### Routing congestion map, run 1

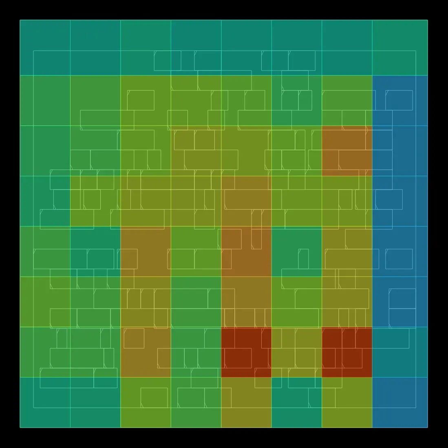
### Drive-strength map, run 1

Drawn at 8 px/µm.
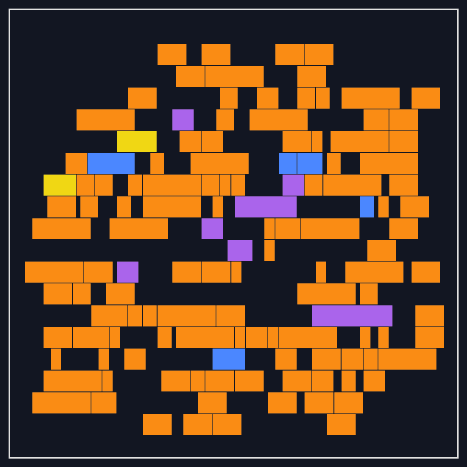
### Signal wires on met2, run 1

Drawn at 6 px/µm.
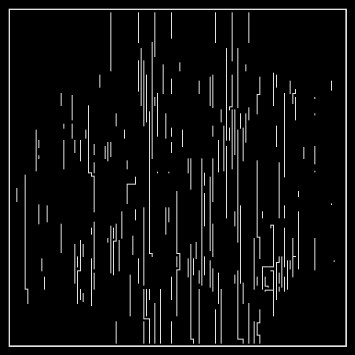
==> config.mk <==
export PLATFORM = sky130hd
export DESIGN_NAME = uart_line_ctrl
export DESIGN_NICKNAME = d
export VERILOG_FILES = /design/src/rtl/uart_line_ctrl.sv
export SDC_FILE = /design/constraint.sdc
export NUM_CORES = 1
export LEC_CHECK = 0
export CAP_MARGIN = 20
export CELL_PAD_IN_SITES_DETAIL_PLACEMENT = 0
export CELL_PAD_IN_SITES_GLOBAL_PLACEMENT = 1
export CORE_MARGIN = 1.5
export CORE_UTILIZATION = 33
export CTS_CLUSTER_SIZE = 28
export DETAILED_ROUTE_END_ITERATION = 10
export GPL_TIMING_DRIVEN = 0
export PLACE_DENSITY_LB_ADDON = 0.1
export SKIP_LAST_GASP = 1
export SLEW_MARGIN = 40
export SYNTH_ARGS = -nofsm -noshare
export SYNTH_HDL_FRONTEND = slang
export SYNTH_SLANG_ARGS = --single-unit
==> constraint.sdc <==
create_clock -name pclk -period 3.15 [get_ports pclk]
set_input_delay 0.63 -clock pclk [delete_from_list [all_inputs] [get_ports pclk]]
set_output_delay 0.63 -clock pclk [all_outputs]
set_load 0.01 [all_outputs]
==> Table 3: Implementation characteristics, run 1 <==
Physical implementation characteristics

Parameter                              Value

Critical path
  Worst path buffer plus inverter count .................. 3
  Setup Crit Path Kind .................. primary input to output port
  Data arrival time of the worst path .................. 1.94 ns
  Family of cells with the greatest summed delay on the critical path .................. buffers and inverters
  Number of gates on the worst path with buffers counted .................. 4
  Slowest CP cell .................. clkdlybuf4s50_1
  Type of element launching the critical path .................. primary input
  Largest fanout on the critical path .................. 3

Logic synthesis
  Post-synthesis average cell area .................. 10.3 µm²
  Synthesized cell area .................. 923 µm²
  Post-synthesis async set-or-reset flop share .................. 0%
  Mux area share .................. 3.39%
  Area share of xor/xnor cells in the synthesized design .................. 0.949%
  Post-synthesis compound-gate area fraction .................. 20.3%
  Post-synthesis adder-cell area fraction .................. 2.71%
  Top area cell types .................. dfxtp_1 (48%), a22oi_1 (3.3%), o41ai_4 (3.0%), nor2_1 (2.8%), ha_1 (2.7%)
  Register area share after synthesis .................. 47.7%
  Most numerous cell in the Yosys netlist .................. dfxtp_1
  Library cell with the largest summed area after synthesis .................. dfxtp_1
  Yosys-reported design area after synthesis .................. 923 µm²
  Top cell area share .................. 47.7%
  Yosys cell count .................. 90
  Area fraction in and, or, nand and nor cells after synthesis .................. 19.9%

Drt
  Violation count after the first detailed-route iteration .................. 13
  DRT Pass-1 Iters .................. 3
  Met1 layer wirelength in the final routing .................. 892 µm
  DR vias/cell .................. 4.94

Cells and area
  Count of inserted antenna diode cells .................. 0
  Final layout net count .................. 152
  Flop share of the area .................. 32.9%
  Final-layout clock-cell area share .................. 2.71%
  Commonest cells after routing, fill and taps aside .................. clkdlybuf4s50_1 (34), dfxtp_1 (22), nor2_1 (7)
  Number of filler instances in the final layout .................. 251
  Flip-flop count of the largest register after layout .................. 8
  Data-path buffer share of cell area in the final layout .................. 27.2%
  Comb area share .................. 32.6%
  Layout cell share with drive strength beyond 1 .................. 10.9%
  Commonest non-fill, non-tap cell in the layout .................. clkdlybuf4s50_1
  Flop count .................. 22

Power and ir drop
  Power in combinational cells .................. 0.106 mW
  P_sw .................. 0.131 mW
  PD cells .................. 420 mW/mm²
  Total Power .................. 0.562 mW
  Clock network power .................. 0.152 mW
  Relative contribution of the clock network to total power .................. 27.0%

Worst hold path
  Worst min-delay path class .................. flop to flop

Floorplan
  Number of primary I/O pins .................. 36
  Die X-Extent .................. 55.9 µm
  Height of the chip .................. 55.9 µm
  Number of core rows .................. 18

Global routing
  Antenna violations before repair .................. 0
  Remaining global-route overflow .................. 0
  Number of global-route vias before repair .................. 723

Final timing
  Unrepaired setup endpoints after global routing .................. false
  Final Max Slew Viols .................. 0
  Final critical-path required period .................. 2.57 ns
  Number of setup violations in the final report .................. 0
  Crit share post-route .................. 81.6%

Placement
  Final HPWL DP .................. 1.52 mm
  Number of input and output port buffers inserted .................. 34
  # placed instances .................. 154

Clock network
  CTS Buffer Depth .................. 2
  Number of H-tree levels .................. 1
  Root Buffer Master .................. clkbuf_4
  Count of cells resized by post-cts repair .................. 0

Status
  Result of the run .................. finished, final reports clean

Job
  Total tool warning count .................. 27
## Picture notes: 'Routing congestion map'
total routing usage reported by global routing: 12.8%
fin util: 52.1%
global route hottest layer: met2
met3 demand-to-capacity share in global routing: 4.42%

## Picture notes: 'Drive-strength map'
Key: drive 3 to 4 = purple [cells 7, most used clkbuf_4]; drive 6 and up = yellow [cells 2]; drive 1 or less = orange [cells 114, most used clkdlybuf4s50_1]; drive 2 = blue [cells 5]
non-clock buffer count: 37
post-route cell area: 0.00134 mm²
worst setup margin: 0.580 ns
growth of design area from synthesis to finish: 44.9%

## Picture notes: 'Signal wires on met2'
The layer holds 47% of the routed length. The wires run mostly vertical. The longest straight run is 23.6 µm. The layer carries 904 µm of wire.
grt met2 use: 21.6%
vias after detailed routing: 781
wire length after detailed routing: 1.90 mm

==> inputs of run 2 (changes only) <==
- CORE_UTILIZATION: 33 -> 31
- clock period: 3.15 -> 2.7 ns (I/O delays scaled with it)
### Sequential cells grouped by signal name, run 2

Drawn at 6 px/µm. Other sequential cells in the stronger grey, the rest of the logic in the fainter grey.
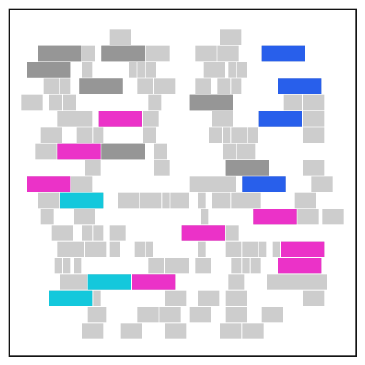
Key: lsr = magenta [flops 8]; cnt_q = cyan [flops 3]; iir = blue [flops 4]
Another 7 sequential cells are not coloured.
flop share of the area: 32.9%
Seq. cell area: 440 µm²
power dissipated in sequential cells: 0.355 mW
fin util: 48.1%

==> run 2 against run 1 <==
Largest power group unchanged; critical path depth did not move; first-iteration DRC count increased by 31%; final cell count up 0.63%; final area hardly changed.
==> Table 3: Implementation characteristics, run 2 <==
Physical implementation characteristics

Parameter                              Value

Status
  Result of the run .................. finished, final reports clean

Cells and area
  Growth of design area from synthesis to finish .................. 45.0% (about the same)
  Post-route cell area .................. 0.00134 mm² (about the same)
  Comb area share .................. 32.6% (about the same)
  Final-layout clock-cell area share .................. 2.71% (about the same)
  Biggest area consumer among cell classes .................. registers
  Finished Layout Cells .................. 159
  Number of filler instances in the final layout .................. 272 (+8.4%)
  Count of inserted antenna diode cells .................. 0 (unchanged)
  Flop count .................. 22 (unchanged)
  Data-path buffer share of cell area in the final layout .................. 27.2% (about the same)
  Non-clock buffer count .................. 37 (unchanged)
  Area of the multi-input gates .................. 437 µm²
  Commonest cells after routing, fill and taps aside .................. clkdlybuf4s50_1 (34), dfxtp_1 (22), nor2_1 (7)
  Final layout net count .................. 152 (unchanged)
  Flip-flop count of the largest register after layout .................. 8 (unchanged)
  Commonest non-fill, non-tap cell in the layout .................. clkdlybuf4s50_1
  Layout cell share with drive strength beyond 1 .................. 10.9% (unchanged)
  Non-clock inverter count .................. 6

Logic synthesis
  Yosys cell types .................. 38
  Yosys-reported design area after synthesis .................. 923 µm² (unchanged)
  Gate Count Post-Synth .................. 90
  Yosys warning count .................. 0
  Area share of xor/xnor cells in the synthesized design .................. 0.949% (unchanged)
  Yosys cell count .................. 90 (unchanged)
  Library cell with the largest summed area after synthesis .................. dfxtp_1
  Register area share after synthesis .................. 47.7% (unchanged)
  Synth cell count leaders .................. dfxtp_1 (22), nor2_1 (7), inv_1 (5), nor3_1 (5)
  Post-synthesis async set-or-reset flop share .................. 0% (unchanged)
  Top cell area share .................. 47.7% (unchanged)
  Mux area share .................. 3.39% (unchanged)
  Synthesized cell area .................. 923 µm² (unchanged)
  Post-synthesis adder-cell area fraction .................. 2.71% (unchanged)
  Most common reg cell .................. dfxtp_1
  Most numerous cell in the Yosys netlist .................. dfxtp_1
  Top area cell types .................. dfxtp_1 (48%), a22oi_1 (3.3%), o41ai_4 (3.0%), nor2_1 (2.8%), ha_1 (2.7%)
  Area fraction in and, or, nand and nor cells after synthesis .................. 19.9% (unchanged)
  Net count of the mapped netlist .................. 113
  Post-synthesis sequential element count .................. 22
  Largest family of logic cells by area .................. AND-OR/OR-AND gates
  Post-synthesis average cell area .................. 10.3 µm² (unchanged)
  Count of library flops with an enable pin .................. 0
  Post-synthesis compound-gate area fraction .................. 20.3% (unchanged)

Drt
  Vias after detailed routing .................. 797 (+2.0%)
  Wire length after detailed routing .................. 1.99 mm (+4.6%)
  # DRC .................. 0
  Met1 layer wirelength in the final routing .................. 915 µm (+2.6%)
  Routed length on met3 .................. 117 µm
  Violation count after the first detailed-route iteration .................. 17 (+4)
  Highest metal layer used by the detailed router .................. met4
  DRT Pass-1 Iters .................. 4 (+1)
  DR WL/cell .................. 12.5 µm
  DR vias/cell .................. 5.01 (+1.4%)

Final timing
  Slew headroom .................. 71.0%
  Transition time of the tightest slew-check pin .................. 0.431 ns
  Maximum clock frequency .................. 419 MHz
  Number of setup violations in the final report .................. 0 (unchanged)
  Unrepaired setup endpoints after global routing .................. false
  Worst hold slack .................. 0.489 ns
  Final hold violation count .................. 0
  Post-Route Skew .................. 0.00207 ns
  Setup TNS .................. 0 ns
  Crit share post-route .................. 88.4%
  Final Max Slew Viols .................. 0 (unchanged)
  Final critical-path required period .................. 2.39 ns
  Worst setup margin .................. 0.312 ns (-0.268 ns)

Power and ir drop
  Sequential cell fraction of total power .................. 54.1%
  Relative contribution of the clock network to total power .................. 27.0% (about the same)
  Sw Ratio .................. 23.5%
  PD cells .................. 490 mW/mm² (+17%)
  Power in combinational cells .................. 0.124 mW (+20%)
  Share of power burned in combinational logic .................. 18.9%
  Top Consumer .................. sequential cells
  Leakage dissipation .................. 0.533 nW
  Total Power .................. 0.657 mW (+17%)
  Peak VDD IR .................. 435 µV
  Clock network power .................. 0.177 mW (+16%)
  P_sw .................. 0.155 mW (+18%)
  Int Pwr .................. 0.502 mW

Global routing
  Global route hottest layer .................. met2
  Grt met2 use .................. 20.6% (-0.98 points)
  Pin count of the biggest net entering global routing .................. 13
  Met3 demand-to-capacity share in global routing .................. 4.99% (+0.57 points)
  Antenna violations before repair .................. 0 (unchanged)
  Global-route wire length before repair .................. 3.26 mm
  Number of global-route vias before repair .................. 724 (+0.14%)
  Remaining global-route overflow .................. 0 (unchanged)
  Total routing usage reported by global routing .................. 13.0% (+0.20 points)

Worst hold path
  Worst min-delay path class .................. flop to flop

Critical path
  Type of element launching the critical path .................. primary input
  CP cell instances .................. clkdlybuf4s50_1 -> inv_1 -> mux2i_1 -> clkdlybuf4s50_1
  Slowest CP cell .................. clkdlybuf4s50_1
  Data arrival time of the worst path .................. 1.85 ns (-0.09 ns)
  Largest fanout on the critical path .................. 3 (unchanged)
  Depth of the worst register-to-register path .................. 5
  Family of cells with the greatest summed delay on the critical path .................. buffers and inverters
  Largest incremental delay on the critical path .................. 0.57 ns
  Number of gates on the worst path with buffers counted .................. 4 (unchanged)
  CP Capture Type .................. output port
  Worst path buffer plus inverter count .................. 3 (unchanged)
  R2r setup slk .................. 1.27 ns
  Setup Crit Path Kind .................. primary input to output port

Clock network
  Clock-pin transition on the worst setup and hold timing paths .................. 0.12 ns
  Number of H-tree levels .................. 1 (unchanged)
  Clock buffer count from CTS .................. 3
  Clock Sinks .................. 22
  Root Buffer Master .................. clkbuf_4
  Hold bufs inserted after CTS .................. 0
  CTS Buffer Depth .................. 2 (unchanged)
  CTS tree .................. done
  Clk ins delay skew pair .................. 0.30 ns
  Count of cells resized by post-cts repair .................. 0 (unchanged)

Floorplan
  Die X-Extent .................. 57.6 µm (+3.0%)
  Die area .................. 0.00331 mm²
  Number of core rows .................. 19 (+1)
  Core Region .................. 0.00278 mm²
  Well-Tap Cells .................. 31
  Number of primary I/O pins .................. 36 (unchanged)
  Height of the chip .................. 57.6 µm (+3.0%)

Placement
  Number of input and output port buffers inserted .................. 34 (unchanged)
  Global placer's final weighted congestion .................. 0.664
  Placed cell area .................. 0.00130 mm²
  Worst setup timing slack at the placement stage .................. 0.318 ns
  # placed instances .................. 155 (+0.65%)
  Final HPWL DP .................. 1.60 mm (+5.5%)

Job
  Total of max-cap violations .................. 0
  Total tool warning count .................. 27 (unchanged)
Power is estimated from default activity; no workload was simulated.
